==> config.mk <==
export PLATFORM = sky130hd
export DESIGN_NAME = pipo_rr_ctrl
export DESIGN_NICKNAME = d
export VERILOG_FILES = /design/src/rtl/pipo_ctrl_pkg.sv /design/src/rtl/pipo_rr_ctrl_arbiter.sv /design/src/rtl/pipo_rr_ctrl.sv
export SDC_FILE = /design/constraint.sdc
export NUM_CORES = 1
export LEC_CHECK = 0
export CORE_UTILIZATION = 45
export CTS_CLUSTER_SIZE = 40
export DETAILED_ROUTE_END_ITERATION = 6
export GPL_TIMING_DRIVEN = 1
export PLACE_DENSITY = 0.82
export SLEW_MARGIN = 20
export SYNTH_ARGS = -nofsm -noshare
export SYNTH_HDL_FRONTEND = slang
export SYNTH_HIERARCHICAL = 1
export SYNTH_SLANG_ARGS = --single-unit
==> constraint.sdc <==
create_clock -name clk -period 14.65 [get_ports clk]
set_clock_uncertainty 0.1 [all_clocks]
set_input_delay 2.93 -clock clk [delete_from_list [all_inputs] [get_ports clk]]
set_output_delay 2.93 -clock clk [all_outputs]
set_load 0.005 [all_outputs]
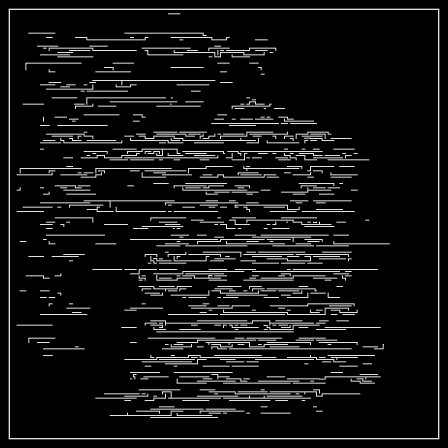
(images/met1.png)
longest straight run: 21.6 um
main direction: horizontal
share of all routed wire: 40%
wire length on this layer: 2290 um
GRT met1 Usage: 32.6%
routed vias: 2080
final WL: 5.75 mm

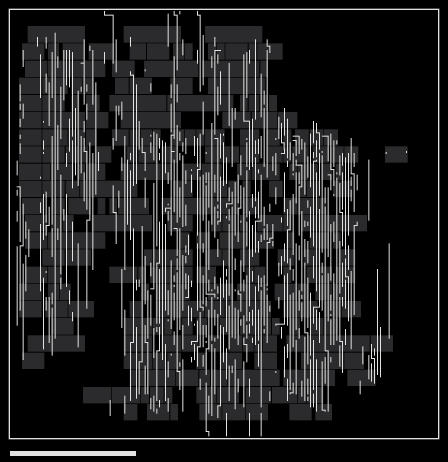
(images/met2.png)
Scale bar: 20 um. Cells faint in the background.
share of all routed wire: 47%
main direction: vertical
met2 Use GR: 42.9%

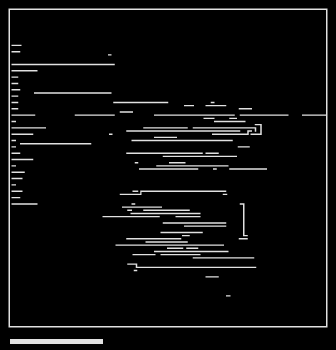
(images/met3.png)
Scale bar: 20 um.
nets with wire on the layer: 70
share of all routed wire: 10%
GR Util met3: 5.24%

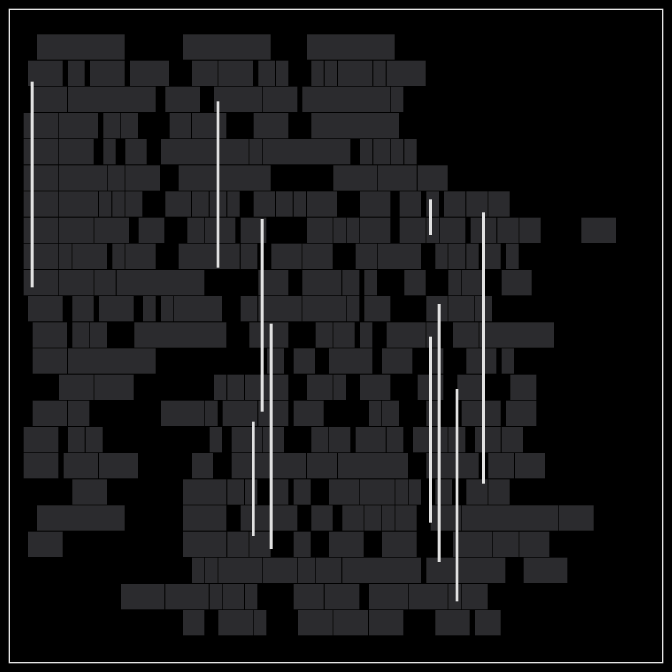
(images/met4.png)
Cells faint in the background.
wire length on this layer: 191 um
nets with wire on the layer: 10
main direction: vertical
share of all routed wire: 3.3%

==> flow_summary_export.csv <==
group,metric,value,unit
cells_and_area,layoutNonFillerInstCount,311,
logic_synthesis,yosys_area,1950,sq um
power_and_ir_drop,finalPower,0.623,mW
clock_network,path_clk_slew,50,ps
run,warnings,33,
placement,place_inst,307,
cells_and_area,nets,294,
cells_and_area,syn2layout_area_growth,20.0,%
sta,drv_slew,0,
critical_path,end_kind,"output pin",
route,dr.pass1.iters,5,
route,drc_errors,0,
power_and_ir_drop,pwr-share-clk,5.1,%
critical_path,required,11620,ps
route,wl_met2,2.69,mm
critical_path,crit_top_cell,"clkdlybuf4s50_1",
floorplan,fp_util,47.6,%
global_routing,grt_max_degree,25,
logic_synthesis,netlist_area,1950,sq um
logic_synthesis,synth.top_cell.area_share,14.1,%
critical_path,start_kind,"input port",
logic_synthesis,flop_cell,"dfrtp_1",
sta,fmax,104,MHz
placement,place_congestion,1.01,
clock_network,numCtsBuffers,3,
critical_path,criticalPathCategory,"input port to output pin",
route,avgViaCountPerCell,6.69,
sta,tightestPinTransition,772,ps
logic_synthesis,top_cells_by_area,"dfrtp_1, ha_1, mux2i_1",
global_routing,grt_remaining_overflow,0,
cells_and_area,regArea,328,sq um
cells_and_area,drive_gt1_share,15.3,%
logic_synthesis,ys_cells,233,
sta,fin_crit_sh,65.8,%
route,top_layer,"met4",
logic_synthesis,ys_top_logic_family,"AND-OR/OR-AND gates",
power_and_ir_drop,seqPwrFrac,13.2,%
floorplan,rows,23,
logic_synthesis,yosys.area_share.aoi,31.6,%
clock_network,h-tree-depth,1,
logic_synthesis,syn-num-nets,265,
logic_synthesis,yosysUniqueCellTypes,69,
status,status,"finished clean",
power_and_ir_drop,p_comb_share,81.7,%
sta,hold_violations,0,
cells_and_area,design_area,2340,sq um
global_routing,antenna_found_initial,0,
sta,rsz0062_at_grt,"no",
logic_synthesis,simple_gate_area_share,26.8,%
power_and_ir_drop,ir_drop,0.000156,V
route,wl_met3,584,um
cells_and_area,final_core_util,57.2,%
global_routing,busiest_layer,"met2",
sta,setup_ws,5010,ps
critical_path,reg2reg_depth,15,
logic_synthesis,yosysSeqAreaShare,16.8,%
logic_synthesis,mux_share,13.2,%
floorplan,dieHeight,67.8,um
[final cells by class]
cell class / instances / share of cell area [%]
multi-input cells: 197 / 64.8
inverters: 13 / 2.09
well taps: 50 / 2.68
flip-flops and latches: 13 / 14.0
repair buffers: 34 / 14.5
clock buffers: 4 / 1.93
[power groups by stage]
stage               registers (mW)  clock network (mW)  logic, mW
global placement            0.0814                   0      0.489
detailed placement          0.0818                   0      0.494
finish                      0.0821              0.0321      0.509
CTS                         0.0817              0.0331      0.496
floorplan                   0.0680                   0      0.395
global route                0.0855              0.0345      0.545
[critical path, delay by kind of cell]
kind	cells	cell delay (ps)
AND-OR/OR-AND	4	1360
buffers and inverters	3	1200
AND/OR/NAND/NOR	3	930
multiplexers	1	200
No activity file was given, so power comes from the tool's default toggle rates.
